<file path="src/rtl/uart_rx_param_if.sv">
// Receiver-side signal bundle for uart_rx_param: serial line, enable and frame status.
interface uart_rx_param_if #(
    parameter int DATA_BITS = 8
);
    logic                 rxEn;
    logic                 rx;
    logic                 rxBusy;
    logic                 rxDone;
    logic                 rxErr;
    logic [DATA_BITS-1:0] out;

    modport master (output rxEn, rx, input rxBusy, rxDone, rxErr, out);
    modport slave  (input rxEn, rx, output rxBusy, rxDone, rxErr, out);
endinterface

</file>
<file path="src/rtl/uart_rx_param.sv">
// Parametrised UART receiver with 3-tap majority sampling and start-glitch rejection.
// Define RX_PARITY_EN to add a parity bit check between the data and stop bits.
module uart_rx_param #(
    parameter int CLOCK_RATE = 12000000,
    parameter int BAUD_RATE  = 9600,
    parameter int OVERSAMPLE = 16,
    parameter int DATA_BITS  = 8,
    parameter int STOP_BITS  = 1,
    parameter int PARITY_ODD = 0
) (
    input  logic            clk,
    input  logic            reset,
    uart_rx_param_if.slave  rx_if
);
    localparam int DIV_RAW = CLOCK_RATE / (BAUD_RATE * OVERSAMPLE);
    localparam int DIV     = (DIV_RAW < 1) ? 1 : DIV_RAW;
    localparam int TW      = (DIV < 2) ? 1 : $clog2(DIV);
    localparam int SW      = $clog2(OVERSAMPLE);
    localparam int BW      = 4;

    localparam logic [TW-1:0] DIV_LAST  = TW'(DIV - 1);
    localparam logic [SW-1:0] SAMP_LAST = SW'(OVERSAMPLE - 1);
    localparam logic [SW-1:0] TAP_A     = SW'(OVERSAMPLE / 2 - 1);
    localparam logic [SW-1:0] TAP_B     = SW'(OVERSAMPLE / 2);
    localparam logic [SW-1:0] TAP_C     = SW'(OVERSAMPLE / 2 + 1);
    localparam logic [BW-1:0] LAST_DATA = BW'(DATA_BITS - 1);
    localparam logic [BW-1:0] LAST_STOP = BW'(STOP_BITS - 1);

    typedef enum logic [2:0] {
        IDLE,
        START,
        DATA,
`ifdef RX_PARITY_EN
        PARITY,
`endif
        STOP,
        WAIT_IDLE
    } state_t;

    state_t               state_q, state_d;
    logic                 meta_q, rxs_q;
    logic                 armed_q, armed_d;
    logic [TW-1:0]        tick_q, tick_d;
    logic [SW-1:0]        samp_q, samp_d, samp_nxt;
    logic [BW-1:0]        bit_q, bit_d;
    logic                 s0_q, s0_d, s1_q, s1_d;
    logic [DATA_BITS-1:0] shift_q, shift_d;
    logic [DATA_BITS-1:0] out_q, out_d;
    logic                 done_q, done_d, err_q, err_d;
    logic                 tick, commit, maj;
`ifdef RX_PARITY_EN
    localparam logic PAR_ODD = (PARITY_ODD != 0);
    logic                 par_err_q, par_err_d;
`endif

    assign tick     = (tick_q == DIV_LAST);
    assign samp_nxt = (samp_q == SAMP_LAST) ? '0 : samp_q + 1'b1;
    assign commit   = tick && (samp_nxt == TAP_C);
    assign maj      = (s0_q & s1_q) | (s0_q & rxs_q) | (s1_q & rxs_q);

    always_ff @(posedge clk) begin
        if (reset) begin
            meta_q    <= 1'b1;
            rxs_q     <= 1'b1;
            state_q   <= IDLE;
            armed_q   <= 1'b0;
            tick_q    <= '0;
            samp_q    <= '0;
            bit_q     <= '0;
            s0_q      <= 1'b0;
            s1_q      <= 1'b0;
            shift_q   <= '0;
            out_q     <= '0;
            done_q    <= 1'b0;
            err_q     <= 1'b0;
`ifdef RX_PARITY_EN
            par_err_q <= 1'b0;
`endif
        end else begin
            meta_q    <= rx_if.rx;
            rxs_q     <= meta_q;
            state_q   <= state_d;
            armed_q   <= armed_d;
            tick_q    <= tick_d;
            samp_q    <= samp_d;
            bit_q     <= bit_d;
            s0_q      <= s0_d;
            s1_q      <= s1_d;
            shift_q   <= shift_d;
            out_q     <= out_d;
            done_q    <= done_d;
            err_q     <= err_d;
`ifdef RX_PARITY_EN
            par_err_q <= par_err_d;
`endif
        end
    end

    // Tick and sample counters free-run from the start edge, so every bit
    // boundary stays aligned to that edge for the whole frame.
    always_comb begin
        state_d   = state_q;
        armed_d   = 1'b0;
        tick_d    = tick ? '0 : tick_q + 1'b1;
        samp_d    = tick ? samp_nxt : samp_q;
        bit_d     = bit_q;
        s0_d      = (tick && samp_nxt == TAP_A) ? rxs_q : s0_q;
        s1_d      = (tick && samp_nxt == TAP_B) ? rxs_q : s1_q;
        shift_d   = shift_q;
        out_d     = out_q;
        done_d    = 1'b0;
        err_d     = 1'b0;
`ifdef RX_PARITY_EN
        par_err_d = par_err_q;
`endif
        case (state_q)
            IDLE: begin
                tick_d  = '0;
                samp_d  = '0;
                bit_d   = '0;
                armed_d = rxs_q;
`ifdef RX_PARITY_EN
                par_err_d = 1'b0;
`endif
                if (armed_q && !rxs_q) state_d = START;
            end
            START: begin
                if (commit) state_d = maj ? IDLE : DATA;
            end
            DATA: begin
                if (commit) begin
                    shift_d = {maj, shift_q[DATA_BITS-1:1]};
                    if (bit_q == LAST_DATA) begin
                        bit_d = '0;
`ifdef RX_PARITY_EN
                        state_d = PARITY;
`else
                        state_d = STOP;
`endif
                    end else begin
                        bit_d = bit_q + 1'b1;
                    end
                end
            end
`ifdef RX_PARITY_EN
            PARITY: begin
                if (commit) begin
                    par_err_d = ((^shift_q) ^ maj) != PAR_ODD;
                    state_d   = STOP;
                end
            end
`endif
            STOP: begin
                if (commit) begin
                    if (!maj) begin
                        err_d   = 1'b1;
                        state_d = WAIT_IDLE;
                    end else if (bit_q == LAST_STOP) begin
                        // Leave at the commit tap so an early next start edge is seen.
                        state_d = IDLE;
`ifdef RX_PARITY_EN
                        if (par_err_q) begin
                            err_d = 1'b1;
                        end else begin
                            done_d = 1'b1;
                            out_d  = shift_q;
                        end
`else
                        done_d = 1'b1;
                        out_d  = shift_q;
`endif
                    end else begin
                        bit_d = bit_q + 1'b1;
                    end
                end
            end
            WAIT_IDLE: begin
                tick_d = '0;
                samp_d = '0;
                if (rxs_q) state_d = IDLE;
            end
            default: state_d = IDLE;
        endcase
        if (!rx_if.rxEn) begin
            state_d = IDLE;
            armed_d = 1'b0;
            done_d  = 1'b0;
            err_d   = 1'b0;
            out_d   = out_q;
        end
    end

    assign rx_if.rxBusy = (state_q != IDLE) && (state_q != WAIT_IDLE);
    assign rx_if.rxDone = done_q;
    assign rx_if.rxErr  = err_q;
    assign rx_if.out    = out_q;
endmodule

</file>
<file path="src/flat_wrapper.sv">
// flat-port wrapper written by rule: the top's interface ports become plain ports
module uart_rx_param_flat 
#(
    parameter int CLOCK_RATE = 12000000,
    parameter int BAUD_RATE  = 9600,
    parameter int OVERSAMPLE = 16,
    parameter int DATA_BITS  = 8,
    parameter int STOP_BITS  = 1,
    parameter int PARITY_ODD = 0
)
  (clk, reset, rx_if_rxEn, rx_if_rx, rx_if_rxBusy, rx_if_rxDone, rx_if_rxErr, rx_if_out);
  uart_rx_param_if #(.DATA_BITS(DATA_BITS)) rx_if_i ();
  input  logic clk;
  input  logic reset;
  input wire logic [$bits(rx_if_i.rxEn)-1:0] rx_if_rxEn;
  input wire logic [$bits(rx_if_i.rx)-1:0] rx_if_rx;
  output wire logic [$bits(rx_if_i.rxBusy)-1:0] rx_if_rxBusy;
  output wire logic [$bits(rx_if_i.rxDone)-1:0] rx_if_rxDone;
  output wire logic [$bits(rx_if_i.rxErr)-1:0] rx_if_rxErr;
  output wire logic [$bits(rx_if_i.out)-1:0] rx_if_out;
  assign rx_if_i.rxEn = rx_if_rxEn;
  assign rx_if_i.rx = rx_if_rx;
  assign rx_if_rxBusy = rx_if_i.rxBusy;
  assign rx_if_rxDone = rx_if_i.rxDone;
  assign rx_if_rxErr = rx_if_i.rxErr;
  assign rx_if_out = rx_if_i.out;
  uart_rx_param #(.CLOCK_RATE(CLOCK_RATE), .BAUD_RATE(BAUD_RATE), .OVERSAMPLE(OVERSAMPLE), .DATA_BITS(DATA_BITS), .STOP_BITS(STOP_BITS), .PARITY_ODD(PARITY_ODD)) u_core (.clk(clk), .reset(reset), .rx_if(rx_if_i));
endmodule
</file>
<file path="config.mk">
export PLATFORM = sky130hd
export DESIGN_NAME = uart_rx_param_flat
export DESIGN_NICKNAME = d
export VERILOG_FILES = /design/src/rtl/uart_rx_param_if.sv /design/src/rtl/uart_rx_param.sv /design/src/flat_wrapper.sv
export SDC_FILE = /design/constraint.sdc
export NUM_CORES = 1
export LEC_CHECK = 0
export CAP_MARGIN = 30
export CORE_ASPECT_RATIO = 0.6
export CORE_MARGIN = 2
export CORE_UTILIZATION = 30
export DETAILED_ROUTE_END_ITERATION = 10
export SLEW_MARGIN = 20
export SYNTH_ARGS = -nofsm -noshare
export SYNTH_HDL_FRONTEND = slang
export SYNTH_SLANG_ARGS = --single-unit
</file>
<file path="constraint.sdc">
create_clock -name clk -period 1.8 [get_ports clk]
set_input_delay 0.36 -clock clk [delete_from_list [all_inputs] [get_ports clk]]
set_output_delay 0.36 -clock clk [all_outputs]
set_load 0.05 [all_outputs]
</file>
==> run summary <==
The flow run is done. STA classifies the critical path startpoint as a register. Per the detailed placement report, the placed cell area equals 2360 um2. Across the whole layout, storage elements account for 835 um2. Tightest slew margin relative to the limit landed at 73.1%. Worst setup skew after layout landed at 0.00727 ns. Post-detailed-route wirelength per cell landed at 12.4 um.

The number of nets in the synthesized netlist is 215. Post-synth the commonest register cell is sky130_fd_sc_hd__dfxtp_1. The synthesis stats list as the most numerous cell sky130_fd_sc_hd__dfxtp_1. The critical path is of the reg -> reg type. For the worst min-delay path, the startpoint reported by OpenROAD is u_core.meta_q$_SDFF_PP1_. The number of cells on the worst hold path is listed as 1.

Final wirelength landed at 4180 um. For the worst reg-to-reg path, the endpoint reported by OpenROAD is u_core.rx_if.out[7]$_SDFFE_PP0P_. The internal portion of the total power is 1.33 mW.

Total power divided by cell area landed at 640 nW/um2. For this design, the sink count on the clock tree is 41. The count of buffers added on input and output ports is 14.

Amount of wire on met2 after detailed routing landed at 1730 um. The detailed placer reported the number of placed instances as 325. Mean area per synthesized cell landed at 9.38 um2. The library cells used most frequently in the layout, excluding fill and tap cells, are sky130_fd_sc_hd__buf_4, sky130_fd_sc_hd__dfxtp_1, sky130_fd_sc_hd__nor2_1. Post-route cell area landed at 2620 um2. Arrival time of data at the critical path endpoint landed at 2.03 ns.

In the Yosys report the total cell count is 203. STA shows the worst min-delay path finishing at u_core.rxs_q$_SDFF_PP1_. There are 41 flip-flops and latches. Cell row count landed at 22.

Count of warning messages emitted by the tools landed at 33. STA classifies the critical path endpoint as a register. The STA report counts the stages on the worst setup path as 7. The count of nets left with antenna violations once routing finished came out at 0. Power attributed to combinational cells landed at 0.0417 mW. According to the I/O placement log, the pin count is 15. The analysis attributes to net switching a power of 0.346 mW. Portion of total power attributed to the clock network landed at 43.3%. Per the detail_route report, DRC violations left total 0. Per the detail_route log, the uppermost layer with routed signals is met4. After layout, the clock buffer instance count stands at 5. Clock tree synthesis selected as its root buffer the cell sky130_fd_sc_hd__clkbuf_8. Final number of hold-violating endpoints landed at 0.

For this block, wires on met1 add up to 2260 um. The class occupying the most area after layout is reported as combinational gates. STA reports the tightest min-delay check as being of type reg -> reg.

The synthesis report lists the Yosys warning total as 0. Required time reported for the critical path endpoint landed at 1.99 ns. The flow ran to the end, but the final reports show violations. The timing report gives the worst reg2reg path a setup slack of -0.04 ns. Looking at the group totals, the largest power group turns out to be registers. The clock reaches the later pin of the worst-skew pair after 0.29 ns.

Count of endpoints failing setup in the final report landed at 8. Via count of the first global-routing pass landed at 1460. Met1 track demand over resource landed at 18.2%. After synthesis the netlist holds a flip-flop and latch count of 41. Clock-pin slew of the registers on the worst-case setup and hold paths landed at 0.08 ns. Non-clock inverter instance count of the final layout landed at 6. Filler cell count in the final layout landed at 615.

Clock distribution power landed at 0.725 mW. Clock period minus final worst setup slack landed at 1.84 ns. Area occupied by multi-input gates landed at 1110 um2.

Global routing usage summed across all routing layers landed at 12.8%. Counting cells, the worst reg-to-reg path comes to 7. The total area inside the core boundary comes to 6110 um2. Static timing analysis puts the maximum clock frequency at 0.544 GHz. For this design, the slowest cell found on the critical path is sky130_fd_sc_hd__or4_4. The final max-slew violation count recorded for this run is 0. The checks that failed: negative setup slack. The clock passes through at most 2 buffers.

Per the layout report, the design carries 50 non-clock buffers. Following the worst setup path forward leads to its endpoint at u_core.rx_if.out[7]$_SDFFE_PP0P_. Combinational group share of total power landed at 2.5%. For reference, the top cells by count after synthesis are sky130_fd_sc_hd__dfxtp_1, sky130_fd_sc_hd__nor2_1, sky130_fd_sc_hd__mux2i_1, sky130_fd_sc_hd__nand2_1, sky130_fd_sc_hd__nand3_1. Largest vdd supply drop landed at 0.282 mV. Post-synthesis instance area landed at 1900 um2.

The final timing summary puts the cycle share of the worst path at 102%. Per the run summary, max-cap violations total 0. Across all layers, the routed design uses 1555 vias. Wire length of the first global-routing pass landed at 6930 um.

Instance tally after logic synthesis landed at 203. Depth of the CTS H-tree landed at 2. The synthesis report gives the async set-or-reset register share as 0%. The die covers 7020 um2. Count of instances resized after the clock tree is built landed at 18. Number of iterations in the first detailed-routing pass landed at 4. The critical path starts at u_core.samp_q[0]$_SDFFE_PP0P_. Met3 track utilization from global routing landed at 3.17%. The synthesized design devotes to its leading area cell type 43.1% of total area.

The congestion estimate from routability-driven global placement came to 0.770. The power report shows net switching accounting for 20.7% of the total. The cell family contributing the most delay on the critical path is simple AND/OR/NAND/NOR gates. Post-layout worst setup margin landed at -0.0393 ns.

Detailed placement HPWL landed at 3020 um. Looking at the reg2reg group, the worst path starts from u_core.samp_q[0]$_SDFFE_PP0P_. The initial antenna violation count was 0. For this design the static power due to leakage is 1.04 nW. Compared with the post-synthesis result, the final layout area differs by 37.5%. TritonCTS created 5 clock buffers. Antenna cell count landed at 0. The global routing stage identified its most utilized layer as met2. Sequential share of the synthesized area landed at 43.1%. TritonCTS built the clock tree. Setup repair after global routing could not meet its margin everywhere. Largest net degree at the start of global routing landed at 21. Global routing met2 resource utilization landed at 18.2%.
[kinds of logic after synthesis]
family	Yosys count	synth area share, %
AND-OR/OR-AND	21	8.08
buffers and inverters	13	2.96
multiplexers	19	9.99
XOR/XNOR	7	3.61
AND/OR/NAND/NOR	93	26.5
flip-flops	41	43.1
adder cells (fa/ha/maj)	9	5.78
[registers in the layout, indices dropped and copies added, names as in the netlist]
| signal | cells |
|---|---|
| u_core.s0_q | 1 |
| u_core.rxs_q | 1 |
| u_core.bit_q | 4 |
| u_core.shift_q | 8 |
| u_core.tick_q | 7 |
| u_core.samp_q | 4 |
| u_core.rx_if.rxErr | 1 |
| u_core.state_q | 3 |
| u_core.meta_q | 1 |
| u_core.armed_q | 1 |
| u_core.rx_if.out | 8 |
| u_core.s1_q | 1 |
| u_core.rx_if.rxDone | 1 |
### Power grid

The bar under the picture is 20 um long. Pins as bars on the die edge.
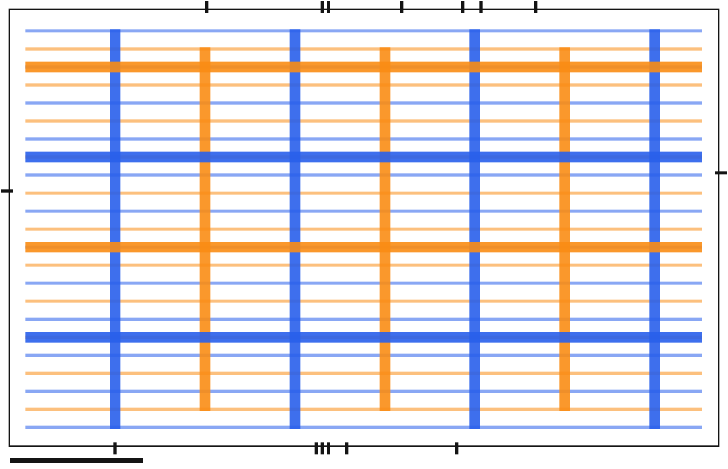
net	colour
VSS	blue
VDD	orange
rows	22
met5 straps	4
signal pins	15
met4 straps	7
met1 rails	23

### Placed cells, one colour a class

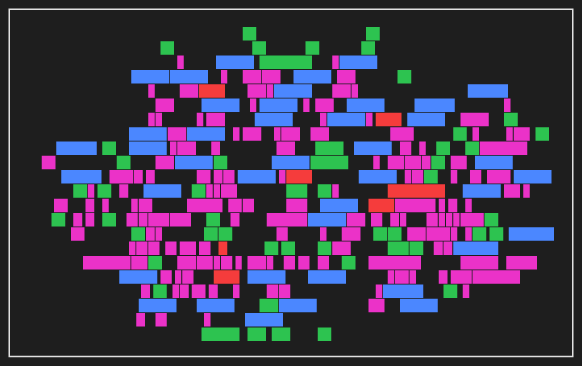
class	colour	cells
flip-flops	blue	41
all other logic	magenta	155
other buffers and delay cells	green	50
clock drivers and dummy loads	red	7

### Clock network drawn from the DEF

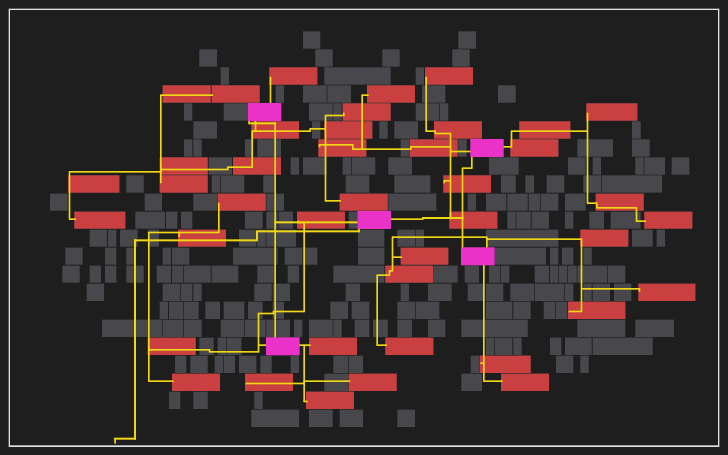
[flip-flops] red | count: 41
[cells driving clock nets] magenta | count: 5
[clock wires] yellow | length: 583 um
routed clock nets	6

### Signal wires by layer

The bar under the picture is 20 um long.
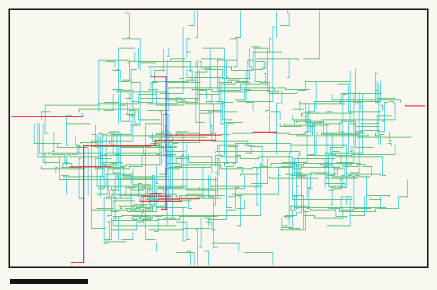
layer	colour	wire length
met4	blue	63.9 um
met3	red	128 um
met1	green	2260 um
met2	cyan	1730 um

No activity file was given, so power comes from the tool's default toggle rates.
